===== src/rtl/fetch_pkg.sv =====
// fetch_pkg: definitions shared by the instruction-fetch stage.
//   - FSM state encoding for two-word instruction assembly
//   - instruction word width and field slice positions
//   - widths of the IF/ID bundle fields
package fetch_pkg;

    localparam int unsigned INSTR_W = 16;

    // Field positions inside a 16-bit instruction word
    localparam int unsigned OPC_HI   = 15;
    localparam int unsigned OPC_LO   = 11;
    localparam int unsigned RS_HI    = 10;
    localparam int unsigned RS_LO    = 8;
    localparam int unsigned RD_HI    = 7;
    localparam int unsigned RD_LO    = 5;
    localparam int unsigned SHAMT_HI = 4;
    localparam int unsigned SHAMT_LO = 0;

    // IF/ID bundle field widths
    localparam int unsigned OPC_W   = OPC_HI - OPC_LO + 1;
    localparam int unsigned REG_W   = RS_HI - RS_LO + 1;
    localparam int unsigned SHAMT_W = SHAMT_HI - SHAMT_LO + 1;

    // S_WORD0: fetching a first word; S_WORD1: fetching the immediate word
    typedef enum logic {
        S_WORD0 = 1'b0,
        S_WORD1 = 1'b1
    } fetch_state_t;

endpackage


===== src/rtl/fetch_unit_ifid_reg.sv =====
// ifid_reg: IF/ID pipeline register.
//   clk, rst_n        : clock, synchronous active-low reset (clears everything)
//   bubble            : clear valid, hold all other fields (wins over load)
//   load              : capture d_* and set valid
//   neither           : hold
//   d_instr..d_next_pc: incoming bundle fields
//   q_valid..q_next_pc: registered bundle
module ifid_reg
    import fetch_pkg::*;
#(
    parameter int unsigned PC_WIDTH = 32
) (
    input  logic                clk,
    input  logic                rst_n,
    input  logic                load,
    input  logic                bubble,
    input  logic [INSTR_W-1:0]  d_instr,
    input  logic [INSTR_W-1:0]  d_imm,
    input  logic                d_is_imm,
    input  logic [PC_WIDTH-1:0] d_pc,
    input  logic [PC_WIDTH-1:0] d_next_pc,
    output logic                q_valid,
    output logic [INSTR_W-1:0]  q_instr,
    output logic [INSTR_W-1:0]  q_imm,
    output logic                q_is_imm,
    output logic [PC_WIDTH-1:0] q_pc,
    output logic [PC_WIDTH-1:0] q_next_pc
);

    // NOTE: sequential state uses non-blocking (<=) so every flop samples pre-edge values.
    always_ff @(posedge clk) begin
        if (!rst_n) begin
            q_valid   <= 1'b0;
            q_instr   <= '0;
            q_imm     <= '0;
            q_is_imm  <= 1'b0;
            q_pc      <= '0;
            q_next_pc <= '0;
        end else if (bubble) begin
            // Payload is left as-is; decode ignores it while valid is low.
            q_valid <= 1'b0;
        end else if (load) begin
            q_valid   <= 1'b1;
            q_instr   <= d_instr;
            q_imm     <= d_imm;
            q_is_imm  <= d_is_imm;
            q_pc      <= d_pc;
            q_next_pc <= d_next_pc;
        end
    end

endmodule


===== src/rtl/fetch_unit.sv =====
// fetch_unit: instruction-fetch stage.
//   Owns the PC, addresses a combinational-read instruction memory, assembles
//   two-word (opcode + 16-bit immediate) instructions and presents a
//   registered IF/ID bundle to decode.
// Ports:
//   clk, rst_n            : clock, synchronous active-low reset
//   stall                 : hold PC, FSM and IF/ID
//   flush                 : bubble IF/ID, drop a partial two-word fetch
//   redirect_valid/_pc    : load PC from redirect_pc (highest after reset)
//   imem_addr / imem_rdata: instruction memory address (= PC) / read word
//   ifid_*                : registered IF/ID bundle and decoded field slices
module fetch_unit
    import fetch_pkg::*;
#(
    parameter int unsigned         PC_WIDTH     = 32,
    parameter logic [PC_WIDTH-1:0] RESET_PC     = PC_WIDTH'(32'h0000_0020),
    parameter logic [OPC_W-1:0]    IMM_OPC_VAL  = 5'b00000,
    parameter logic [OPC_W-1:0]    IMM_OPC_MASK = 5'b11111
) (
    input  logic                clk,
    input  logic                rst_n,
    input  logic                stall,
    input  logic                flush,
    input  logic                redirect_valid,
    input  logic [PC_WIDTH-1:0] redirect_pc,
    output logic [PC_WIDTH-1:0] imem_addr,
    input  logic [INSTR_W-1:0]  imem_rdata,
    output logic                ifid_valid,
    output logic [INSTR_W-1:0]  ifid_instr,
    output logic [INSTR_W-1:0]  ifid_imm,
    output logic                ifid_is_imm,
    output logic [PC_WIDTH-1:0] ifid_pc,
    output logic [PC_WIDTH-1:0] ifid_next_pc,
    output logic [OPC_W-1:0]    ifid_opcode,
    output logic [REG_W-1:0]    ifid_rs,
    output logic [REG_W-1:0]    ifid_rd,
    output logic [SHAMT_W-1:0]  ifid_shamt
);

    fetch_state_t          state_q, state_d;
    logic [PC_WIDTH-1:0]   pc_q, pc_d, pc_inc;
    logic [INSTR_W-1:0]    held_instr_q;
    logic [PC_WIDTH-1:0]   held_pc_q;
    logic                  held_load;
    logic                  is_two;

    logic                  ld_load, ld_bubble, ld_is_imm;
    logic [INSTR_W-1:0]    ld_instr, ld_imm;
    logic [PC_WIDTH-1:0]   ld_pc, ld_next_pc;

    // Word addressing; the add wraps naturally at 2^PC_WIDTH.
    assign pc_inc    = pc_q + 1'b1;
    assign is_two    = (imem_rdata[OPC_HI:OPC_LO] & IMM_OPC_MASK) == IMM_OPC_VAL;
    assign imem_addr = pc_q;

    always_comb begin
        // NOTE: every output gets a default first so no path infers a latch.
        state_d    = state_q;
        pc_d       = pc_q;
        held_load  = 1'b0;
        ld_load    = 1'b0;
        ld_bubble  = 1'b0;
        ld_instr   = imem_rdata;
        ld_imm     = '0;
        ld_is_imm  = 1'b0;
        ld_pc      = pc_q;
        ld_next_pc = pc_inc;

        if (redirect_valid) begin
            pc_d      = redirect_pc;
            state_d   = S_WORD0;
            ld_bubble = 1'b1;
        end else if (flush) begin
            // PC untouched: the instruction at the current PC is refetched.
            state_d   = S_WORD0;
            ld_bubble = 1'b1;
        end else if (!stall) begin
            pc_d = pc_inc;
            unique case (state_q)
                S_WORD0: begin
                    if (is_two) begin
                        held_load = 1'b1;
                        ld_bubble = 1'b1;
                        state_d   = S_WORD1;
                    end else begin
                        ld_load = 1'b1;
                    end
                end
                S_WORD1: begin
                    ld_load   = 1'b1;
                    ld_instr  = held_instr_q;
                    ld_imm    = imem_rdata;
                    ld_is_imm = 1'b1;
                    ld_pc     = held_pc_q;
                    state_d   = S_WORD0;
                end
                default: state_d = S_WORD0;
            endcase
        end
    end

    always_ff @(posedge clk) begin
        if (!rst_n) begin
            state_q      <= S_WORD0;
            pc_q         <= RESET_PC;
            held_instr_q <= '0;
            held_pc_q    <= '0;
        end else begin
            state_q <= state_d;
            pc_q    <= pc_d;
            if (held_load) begin
                held_instr_q <= imem_rdata;
                held_pc_q    <= pc_q;
            end
        end
    end

    ifid_reg #(
        .PC_WIDTH (PC_WIDTH)
    ) u_ifid_reg (
        .clk       (clk),
        .rst_n     (rst_n),
        .load      (ld_load),
        .bubble    (ld_bubble),
        .d_instr   (ld_instr),
        .d_imm     (ld_imm),
        .d_is_imm  (ld_is_imm),
        .d_pc      (ld_pc),
        .d_next_pc (ld_next_pc),
        .q_valid   (ifid_valid),
        .q_instr   (ifid_instr),
        .q_imm     (ifid_imm),
        .q_is_imm  (ifid_is_imm),
        .q_pc      (ifid_pc),
        .q_next_pc (ifid_next_pc)
    );

    assign ifid_opcode = ifid_instr[OPC_HI:OPC_LO];
    assign ifid_rs     = ifid_instr[RS_HI:RS_LO];
    assign ifid_rd     = ifid_instr[RD_HI:RD_LO];
    assign ifid_shamt  = ifid_instr[SHAMT_HI:SHAMT_LO];

endmodule


===== config.mk =====
export PLATFORM = sky130hd
export DESIGN_NAME = fetch_unit
export DESIGN_NICKNAME = d
export VERILOG_FILES = /design/src/rtl/fetch_pkg.sv /design/src/rtl/fetch_unit_ifid_reg.sv /design/src/rtl/fetch_unit.sv
export SDC_FILE = /design/constraint.sdc
export NUM_CORES = 1
export LEC_CHECK = 0
export ABC_CLOCK_PERIOD_IN_PS = 6500
export CORE_ASPECT_RATIO = 1.1
export CORE_MARGIN = 2
export CORE_UTILIZATION = 48
export CTS_CLUSTER_DIAMETER = 100
export DETAILED_ROUTE_END_ITERATION = 12
export PLACE_DENSITY = 0.78
export SYNTH_ARGS = -nofsm -noshare
export SYNTH_HDL_FRONTEND = slang
export SYNTH_SLANG_ARGS = --single-unit

===== constraint.sdc =====
create_clock -name clk -period 6.5 [get_ports clk]
set_clock_uncertainty 0.1 [all_clocks]
set_input_delay 1.3 -clock clk [delete_from_list [all_inputs] [get_ports clk]]
set_output_delay 1.3 -clock clk [all_outputs]
set_load 0.01 [all_outputs]

==> qor.yml <==
outcome: "finished clean"
power_leakage_nw: 3.27
whs_ps: 355
warning_count: 28
swShare_pct: 25.7
finalWorstSetupSlack_ps: 2630
total_power_w: 0.00252
fill_cells: 1380
finalSetupViolCount: 0
holdBufCountCts: 0
cts_tree: "done"
cts.clk_slew.worst_paths_ps: 70
grt_pass1_vias: 6813
syn_avg_cell_area_um2: 8.45
cp-endpoint: "held_instr_q[15]"
yosys.area.top_type: "dfxtp_1"
diodes: 0
mostFrequentLayoutCells: "198 x clkdlybuf4s50_1, 178 x dfxtp_1, 116 x nand2_1, 96 x nor2_1, 70 x a21oi_1"
synth.top_cell.area_share_pct: 44.6
drv_cap: 0
worst-path-buf-inv: 1
ys_cells: 951
yosys-top-cells-count: "179 x dfxtp_1, 116 x nand2_1, 96 x nor2_1"
pwr-share-clk_pct: 41.7
design_area_um2: 10400
die_y_um: 140
yosys-stat-area_um2: 8030
ios: 199
fp_nets: 1005
highest_layer: "met4"
core_area_um2: 16400
p_sw_w: 0.000647
slew_viol_final: 0
hold_path_class: "flip-flop to flip-flop"
[flip-flops by register name, summed over array words and instances, names as in the netlist]
| register | cells |
|---|---|
| u_ifid_reg.q_imm | 16 |
| imem_addr | 32 |
| u_ifid_reg.q_valid | 1 |
| u_ifid_reg.q_is_imm | 1 |
| state_q | 1 |
| u_ifid_reg.q_instr | 16 |
| held_pc_q | 32 |
| held_instr_q | 16 |
| u_ifid_reg.q_pc | 32 |
| u_ifid_reg.q_next_pc | 32 |
[power by group through the flow]
stage | clock, W | sequential [W] | combinational (W)
after floorplan | 0 | 0.00120 | 0.000141
after global placement | 0 | 0.00122 | 0.000272
after detailed placement | 0 | 0.00122 | 0.000275
after CTS | 0.00106 | 0.00119 | 0.000277
after global routing | 0.00110 | 0.00120 | 0.000298
final | 0.00105 | 0.00119 | 0.000276
[final cells by class]
| type | count | area, um^2 | area share (%) |
|---|---|---|---|
| clock buffers | 20 | 457 | 4.38 |
| clock inverters | 12 | 144 | 1.38 |
| inverters | 5 | 21.3 | 0.204 |
| multi-input cells | 653 | 3910 | 37.5 |
| flip-flops and latches | 179 | 3590 | 34.4 |
| well taps | 204 | 255 | 2.45 |
| repair buffers | 206 | 2050 | 19.7 |
[worst min path at each step]
stage,from,to,slack [ps],cells after the start
finish,held_pc_q[2],held_pc_q[2],350,2
global placement,held_pc_q[31],held_pc_q[31],340,2
global route,held_pc_q[7],held_pc_q[7],380,2
floorplan,held_instr_q[0],held_instr_q[0],340,2
CTS,held_pc_q[2],held_pc_q[2],360,2
detailed placement,held_instr_q[0],held_instr_q[0],350,2
[layer usage]
layer  vias to the layer above  track usage (%)
met3                        56             5.38
met1                      3544             32.1
met5                         -                0
met2                       317             42.2
li1                       3626                -
met4                         0             8.91
**Met1 routing**

Scale bar: 50 um. Supply wires on this layer in gray.
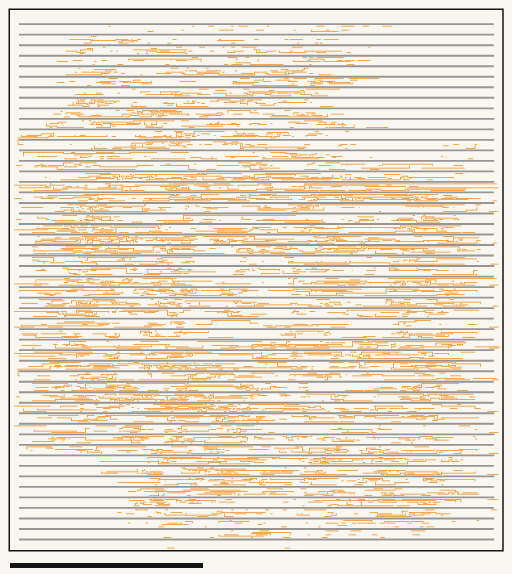
The wires run mostly horizontal. 997 nets have wire on it. The layer holds 42% of the routed length.
final WL: 22.9 mm
met1 Use GR: 32.1%
routed via count: 7543

**Signal wires on met2**

Scale bar: 50 um.
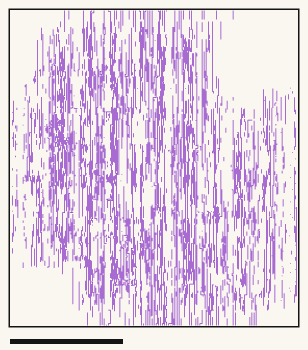
The wires run mostly vertical. The longest straight run is 56.4 um. The layer carries 11100 um of wire. 917 nets have wire on it. The layer holds 48% of the routed length.
met2 usage in global routing: 42.2%

Power is estimated from default activity; no workload was simulated.
